<file path="config.mk">
export PLATFORM = sky130hd
export DESIGN_NAME = audio_adc_deserializer
export DESIGN_NICKNAME = d
export VERILOG_FILES = /design/src/rtl/audio_adc_deserializer.sv
export SDC_FILE = /design/constraint.sdc
export NUM_CORES = 1
export LEC_CHECK = 0
export CORE_AREA = 2 2 118 120
export CTS_BUF_LIST = sky130_fd_sc_hd__clkbuf_8
export DETAILED_ROUTE_END_ITERATION = 7
export DIE_AREA = 0 0 120 122
export GPL_ROUTABILITY_DRIVEN = 0
export GPL_TIMING_DRIVEN = 0
export PLACE_DENSITY = 0.45
export REMOVE_ABC_BUFFERS = 1
export SLEW_MARGIN = 20
export SYNTH_ARGS = -nofsm -noshare
export SYNTH_HDL_FRONTEND = slang
export SYNTH_SLANG_ARGS = --single-unit
</file>
<file path="constraint.sdc">
create_clock -name CLOCK_50 -period 2.8 [get_ports CLOCK_50]
set_input_delay 0.56 -clock CLOCK_50 [delete_from_list [all_inputs] [get_ports CLOCK_50]]
set_output_delay 0.56 -clock CLOCK_50 [all_outputs]
set_load 0.01 [all_outputs]
</file>
<file path="src/rtl/audio_adc_deserializer.sv">
// -----------------------------------------------------------------------------
// audio_adc_deserializer
//
// Purpose:
//   Front end for the audio effect chain. Oversamples the codec ADC I2S stream
//   (BCLK, ADCLRCK, ADCDAT) in the CLOCK_50 domain, deserializes one
//   SAMPLE_WIDTH word per channel (MSB first, I2S one-bit delay) and presents
//   a coherent signed left/right pair with a one-cycle sampleValid strobe.
//
// Optional feature:
//   ADC_MONO_MIX_EN - when defined, adds monoSampleOut = (left + right) >>> 1,
//   updated together with the L/R pair. When undefined the port and adder
//   do not exist.
//
// Ports:
//   CLOCK_50        in   system clock, at least 8x BCLK
//   RESET_N         in   asynchronous active-low reset
//   BCLK            in   codec bit clock (asynchronous)
//   ADCLRCK         in   codec frame clock, low = left, high = right
//   ADCDAT          in   codec serial data
//   leftSampleOut   out  signed left sample, held until next pair
//   rightSampleOut  out  signed right sample, held until next pair
//   monoSampleOut   out  (ADC_MONO_MIX_EN only) averaged mono sample
//   sampleValid     out  one-cycle pulse when a full L/R pair is updated
//   frameError      out  one-cycle pulse on a truncated word or channel resync
//   o_fsm_state     out  current capture state (IDLE=0, SKIP=1, SHIFT=2, WAIT=3)
// -----------------------------------------------------------------------------
module audio_adc_deserializer #(
  parameter int SAMPLE_WIDTH = 16,
  parameter int SYNC_STAGES  = 2
) (
  input  logic                    CLOCK_50,
  input  logic                    RESET_N,
  input  logic                    BCLK,
  input  logic                    ADCLRCK,
  input  logic                    ADCDAT,
  output logic [SAMPLE_WIDTH-1:0] leftSampleOut,
  output logic [SAMPLE_WIDTH-1:0] rightSampleOut,
`ifdef ADC_MONO_MIX_EN
  output logic [SAMPLE_WIDTH-1:0] monoSampleOut,
`endif
  output logic                    sampleValid,
  output logic                    frameError,
  output logic [1:0]              o_fsm_state
);

  localparam int CNT_W = (SAMPLE_WIDTH > 2) ? $clog2(SAMPLE_WIDTH) : 1;
  localparam logic [CNT_W-1:0] LAST_BIT = CNT_W'(SAMPLE_WIDTH - 1);

  typedef enum logic [1:0] {
    S_IDLE  = 2'd0,
    S_SKIP  = 2'd1,
    S_SHIFT = 2'd2,
    S_WAIT  = 2'd3
  } state_t;

  state_t r_state, w_state_nxt;
  logic   r_chan, w_chan_nxt;          // 0 = left, 1 = right

  // Synchronizers and edge detect
  logic [SYNC_STAGES-1:0] r_bclk_sync, r_lr_sync, r_dat_sync;
  logic                   r_bclk_d, r_lr_d;
  logic                   w_bclk_rise, w_lr_rise, w_lr_fall, w_lr_edge, w_dat;

  always_ff @(posedge CLOCK_50 or negedge RESET_N) begin
    if (!RESET_N) begin
      r_bclk_sync <= '0;
      r_lr_sync   <= '0;
      r_dat_sync  <= '0;
      r_bclk_d    <= 1'b0;
      r_lr_d      <= 1'b0;
    end else begin
      r_bclk_sync <= {r_bclk_sync[SYNC_STAGES-2:0], BCLK};
      r_lr_sync   <= {r_lr_sync[SYNC_STAGES-2:0], ADCLRCK};
      r_dat_sync  <= {r_dat_sync[SYNC_STAGES-2:0], ADCDAT};
      r_bclk_d    <= r_bclk_sync[SYNC_STAGES-1];
      r_lr_d      <= r_lr_sync[SYNC_STAGES-1];
    end
  end

  assign w_bclk_rise = r_bclk_sync[SYNC_STAGES-1] & ~r_bclk_d;
  assign w_lr_rise   = r_lr_sync[SYNC_STAGES-1] & ~r_lr_d;
  assign w_lr_fall   = ~r_lr_sync[SYNC_STAGES-1] & r_lr_d;
  assign w_lr_edge   = w_lr_rise | w_lr_fall;
  // Data taken from the same stage that feeds the BCLK edge detect, so the
  // bit seen on a bclkRise pulse is the bit the codec presented at that edge.
  assign w_dat       = r_dat_sync[SYNC_STAGES-1];

  // Datapath registers
  logic [SAMPLE_WIDTH-1:0] r_shift, r_left_hold, w_word;
  logic [CNT_W-1:0]        r_bit_cnt;
  logic                    r_left_pend;

  assign w_word = {r_shift[SAMPLE_WIDTH-2:0], w_dat};

  // Control strobes from the FSM
  logic w_cnt_clr, w_shift_en, w_latch_l, w_latch_r, w_err;

  always_ff @(posedge CLOCK_50 or negedge RESET_N) begin
    if (!RESET_N) begin
      r_state <= S_IDLE;
      r_chan  <= 1'b0;
    end else begin
      r_state <= w_state_nxt;
      r_chan  <= w_chan_nxt;
    end
  end

  // LRCK edges are tested before bclkRise everywhere, so a coincident BCLK
  // edge is absorbed by the transition into SKIP.
  always_comb begin
    w_state_nxt = r_state;
    w_chan_nxt  = r_chan;
    w_cnt_clr   = 1'b0;
    w_shift_en  = 1'b0;
    w_latch_l   = 1'b0;
    w_latch_r   = 1'b0;
    w_err       = 1'b0;
    case (r_state)
      S_IDLE: begin
        if (w_lr_fall) begin
          w_state_nxt = S_SKIP;
          w_chan_nxt  = 1'b0;
        end
      end
      S_SKIP: begin
        if (w_lr_edge) begin
          w_err       = 1'b1;
          w_state_nxt = S_SKIP;
          w_chan_nxt  = w_lr_rise;
        end else if (w_bclk_rise) begin
          w_state_nxt = S_SHIFT;
          w_cnt_clr   = 1'b1;
        end
      end
      S_SHIFT: begin
        if (w_lr_edge) begin
          w_err       = 1'b1;
          w_state_nxt = S_SKIP;
          w_chan_nxt  = w_lr_rise;
        end else if (w_bclk_rise) begin
          w_shift_en = 1'b1;
          if (r_bit_cnt == LAST_BIT) begin
            w_state_nxt = S_WAIT;
            w_latch_l   = ~r_chan;
            w_latch_r   = r_chan;
          end
        end
      end
      S_WAIT: begin
        // Surplus slot bits are ignored; only the channel boundary matters.
        if (w_lr_rise) begin
          if (!r_chan) begin
            w_state_nxt = S_SKIP;
            w_chan_nxt  = 1'b1;
          end else begin
            w_state_nxt = S_IDLE;
            w_err       = 1'b1;
          end
        end else if (w_lr_fall) begin
          if (r_chan) begin
            w_state_nxt = S_SKIP;
            w_chan_nxt  = 1'b0;
          end else begin
            w_state_nxt = S_IDLE;
            w_err       = 1'b1;
          end
        end
      end
      default: w_state_nxt = S_IDLE;
    endcase
  end

  assign o_fsm_state = r_state;

`ifdef ADC_MONO_MIX_EN
  // Sign-extended sum at SAMPLE_WIDTH+1 bits; dropping bit 0 is the >>> 1.
  logic [SAMPLE_WIDTH:0] w_mono_sum;
  assign w_mono_sum = {r_left_hold[SAMPLE_WIDTH-1], r_left_hold} +
                      {w_word[SAMPLE_WIDTH-1], w_word};
`endif

  always_ff @(posedge CLOCK_50 or negedge RESET_N) begin
    if (!RESET_N) begin
      r_shift        <= '0;
      r_bit_cnt      <= '0;
      r_left_hold    <= '0;
      r_left_pend    <= 1'b0;
      leftSampleOut  <= '0;
      rightSampleOut <= '0;
`ifdef ADC_MONO_MIX_EN
      monoSampleOut  <= '0;
`endif
      sampleValid    <= 1'b0;
      frameError     <= 1'b0;
    end else begin
      sampleValid <= w_latch_r & r_left_pend;
      frameError  <= w_err;
      if (w_shift_en) r_shift <= w_word;
      if (w_cnt_clr)       r_bit_cnt <= '0;
      else if (w_shift_en) r_bit_cnt <= r_bit_cnt + 1'b1;
      if (w_latch_l) r_left_hold <= w_word;
      // A left word is only paired with the right word that directly follows
      // it; any error in between drops the pending left.
      if (w_latch_l)                  r_left_pend <= 1'b1;
      else if (w_latch_r || w_err)    r_left_pend <= 1'b0;
      if (w_latch_r && r_left_pend) begin
        leftSampleOut  <= r_left_hold;
        rightSampleOut <= w_word;
`ifdef ADC_MONO_MIX_EN
        monoSampleOut  <= w_mono_sum[SAMPLE_WIDTH:1];
`endif
      end
    end
  end

endmodule
</file>
Clock routing:
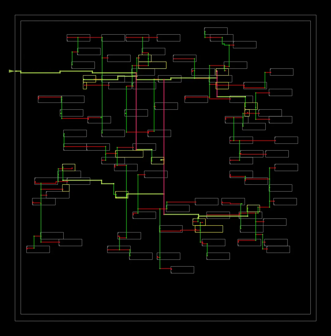
clock-net power: 1.04 mW
CTS buffer count: 9
clk_buf instances: 10
sequential cell count: 81
clk_skew: 8.892 ps

Ports around the boundary:
Pins as bars across the die edge, other pins in gray.
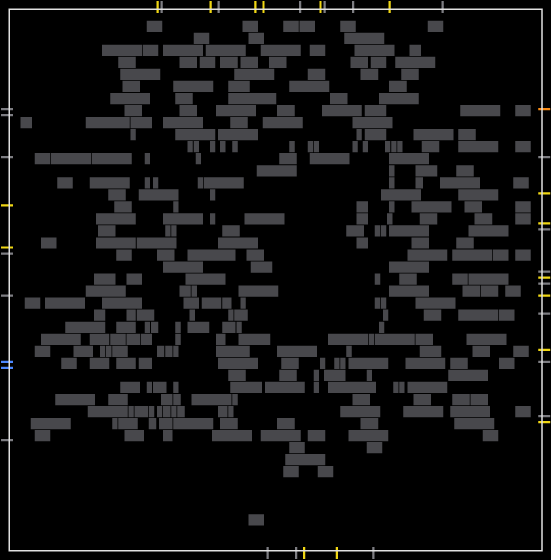
color	port	pins	direction	edge
orange	sampleValid	1	output	east
blue	o_fsm_state	2	output	west
yellow	rightSampleOut	16	output	6 north, 6 east, 2 south, 2 west
all pins by edge	14 east, 12 north, 10 west, 5 south

==> ci_impl_report.md <==
### Metrics collected by this job

| Metric | Value |
|---|---|
| Status | `finished, final reports clean` |
| Tot GR Track Use | `9.722%` |
| Flop pwr share | `47.4%` |
| WL final | `6220 um` |
| Crit-path cells | `inv_1, ha_1, and4b_2, nand4_4, nor2_4, buf_12, mux2_2` |
| Crit Reg-Reg Endpoint | `r_left_hold[5]` |
| Pwr Total | `2.682 mW` |
| Crit path DAT | `2820 ps` |
| Relative slew slack | `53.01%` |
| Area Growth Syn to Fin | `27.96%` |
| CTS tree | `built` |
| Setup violators final | `0` |
| Initial DRT Pass Iterations | `4` |
| Sequential cell area | `0.002027 mm^2` |
| Initial DRC Count | `109` |
| Main flop type | `dfrtp_1` |
| Cts hold-fix bufs | `0` |
| Initial antenna violation count | `0` |
| RSZ-0062 raised after global routing | `false` |
| Count of input and output buffers | `40` |
| Maximum fanout along the worst path | `20` |
| EDFF count, synth | `0` |
| Die height | `122 um` |
| Final period utilization | `91.79%` |
| Vias in the first global route | `2039` |
| Post-synthesis cell type count | `32` |
| Worst setup margin | `229.8 ps` |
| Max-cap violations | `0` |
| Area leader, netlist | `dfrtp_1` |
| Die area | `0.01464 mm^2` |
| Final ANT Viol Nets | `0` |
| R2R depth | `7` |
| Filler cells | `1391` |
| Clock Path Buffers | `2` |
| Post-layout util | `30.79%` |
| Post-synthesis cell area | `0.003249 mm^2` |
| Site row count | `43` |
| Count leader, synth | `dfrtp_1` |
| Core ar. | `0.01350 mm^2` |
| Cell count after synthesis | `243` |
| Int Pwr | `1.998 mW` |
| Kind of launch point of the worst setup path | `register` |
| Worst Hold Slack | `161.5 ps` |
| Largest cells by area | `dfrtp_1, mux2_1, mux2_2, nand2_1, ha_1` |
| Logic area | `0.001144 mm^2` |
| Die Wd | `120 um` |
| H-tree levels | `3` |
| Crit end category | `register` |
| Net count, final | `308` |
| Lkg Pwr | `2.057 nW` |
| Critical path type | `register to register` |
| Top cell area share | `62.38%` |
| F_max | `389.1 MHz` |
| First-pass GRT wire length | `10650 um` |
| Yosys Chip Area | `0.003249 mm^2` |
| Starting Density | `24.06%` |
| Flops after synth | `81` |
| WL/cell | `13.01 um` |
| Maximum vdd drop | `0.0003522 V` |
| Least-Margin Pin Slew | `702.9 ps` |
| Combinational Power Share | `13.9%` |
| Clock Latency Late Sink | `360 ps` |
| Max-slew violations | `0` |
| Most frequent cells after synthesis | `dfrtp_1, nand2_1, mux2_1` |
| Pwr/cell area | `645.2 mW/mm^2` |
| Fin area | `0.004158 mm^2` |
| P_sw | `684.8 uW` |
| DP HPWL | `3704 um` |
| Reg2reg start | `r_lr_sync[1]` |
| Asr flop ratio synth | `100.0%` |
| Slowest-stage cell, CP | `and4b_2` |
| Log Warnings | `32` |
| IO Pins | `41` |
| Register area share after synthesis | `62.38%` |
| CTS root buf | `clkbuf_8` |
| Share of cells above drive strength 1 | `16.11%` |
| Count of final hold-check violations | `0` |
| Setup WS pre-CTS | `-625.9 ps` |
| Ys cells | `243` |
| Warnings from Yosys | `0` |
| Antenna diodes | `0` |
| Clk slew on worst S/H paths | `80 ps` |
| Mapped Avg Cell Area | `13.37 um^2` |
| Final min period | `2570 ps` |
| Vias | `1925` |
| Largest net degree at the start of global routing | `45` |
| FF-to-FF setup slack | `230 ps` |
| CTS Sinks | `81` |
| Sw frac | `25.53%` |
| HP Class | `input pin to asynchronous set/reset pin` |
| Slowest stage delay, CP | `580 ps` |
| Vias per cell | `4.027` |
| Area of placed instances | `0.003831 mm^2` |
| Critical Path RT | `3050 ps` |
| Detailed-route DRC error count | `0` |
| Gr ovfl total | `0` |
| Clock share of power | `38.7%` |
-- registers in the layout, summed over array words and instances, names as in the netlist, 2 cells and up --
| register | flops |
|---|---|
| leftSampleOut | 16 |
| r_left_hold | 16 |
| rightSampleOut | 16 |
| r_shift | 15 |
| r_bit_cnt | 4 |
| o_fsm_state | 2 |
| r_bclk_sync | 2 |
| r_dat_sync | 2 |
| r_lr_sync | 2 |
-- per-stage QoR --
step / TNS (ps) / cells
5_1_grt: 0 / 478
6_report: 0 / 478
3_5_place_dp: -23530 / 455
4_1_cts: 0 / 478
3_3_place_gp: -173250 / 454
2_1_floorplan: 0 / 234
-- area by class of cell --
class	count	area share (%)
clock inverter	6	2.558
inverter	6	0.5417
timing repair buffer	47	11.92
clock buffer	10	3.310
tap	180	5.417
sequential	81	48.75
multi-input combinational	148	27.51
-- layer usage --
layer / share of wire, % / wire length (um) / up-vias / global-route usage [%]
met3: 5.3 / 330 / 9 / 4.448
met1: 48 / 2967 / 967 / 12.19
met4: 1.5 / 94 / 0 / 3.971
met2: 45 / 2828 / 36 / 14.52
li1: - / - / 913 / -
met5: 0 / 0 / - / 0
-- kinds of logic after synthesis --
group	after synthesis	synth area share, %
buffers and inverters	15	2.811
flip-flops	81	62.38
XOR/XNOR	3	0.8088
AND/OR/NAND/NOR	70	10.01
AND-OR/OR-AND	14	2.888
adder cells (fa/ha/maj)	10	3.851
multiplexers	50	17.25
-- worst max-delay path, delay by kind of cell (launching register included) --
family	cells	cell delay, ps
adders and majority gates	1	450
muxes	1	340
DFF	1	390
buffers and inverters	2	250
and+or+nand+nor	3	1010
-- power by group through the flow --
stage | combinational (mW) | sequential, mW | clock (mW)
final | 0.373 | 1.27 | 1.04
after global routing | 0.422 | 1.28 | 1.14
after CTS | 0.381 | 1.27 | 1.09
after detailed placement | 0.378 | 1.30 | 0
after global placement | 0.372 | 1.30 | 0
after floorplan | 0.235 | 1.29 | 0
-- placed cells by master (no fill, tap or decap), drive strengths merged, types with 2 or more instances in the layout --
master         netlist  layout
mux2                48      48
and4b                2       2
nand2               52      52
a22o                 2       2
a21oi                3       3
dfrtp               81      81
o21ai                3       3
nor2                 9      10
bufinv               0       3
buf                  7       8
clkbuf               2      10
ha                  10      10
inv                  6       7
xor2                 3       3
clkdlybuf4s50        0      39
mux2i                2       2
nand4                2       2
-- worst max-delay path by stage --
stage,slack [ps],to,start,depth (start not counted)
4_1_cts,180,r_left_hold[5],r_lr_sync[1],7
2_1_floorplan,110,rightSampleOut[0],r_lr_sync[1],6
3_3_place_gp,-1870,leftSampleOut[12],RESET_N,1
3_5_place_dp,-630,rightSampleOut[0],r_lr_sync[1],6
6_report,230,r_left_hold[5],r_lr_sync[1],7
5_1_grt,20,r_left_hold[10],r_lr_sync[1],7
-- timing repair --
action	4_1_cts	5_1_grt
resized	2	0
endpoints found under the setup margin	49	0
buffers inserted	6	0
Power and IR drop assume default switching activity.
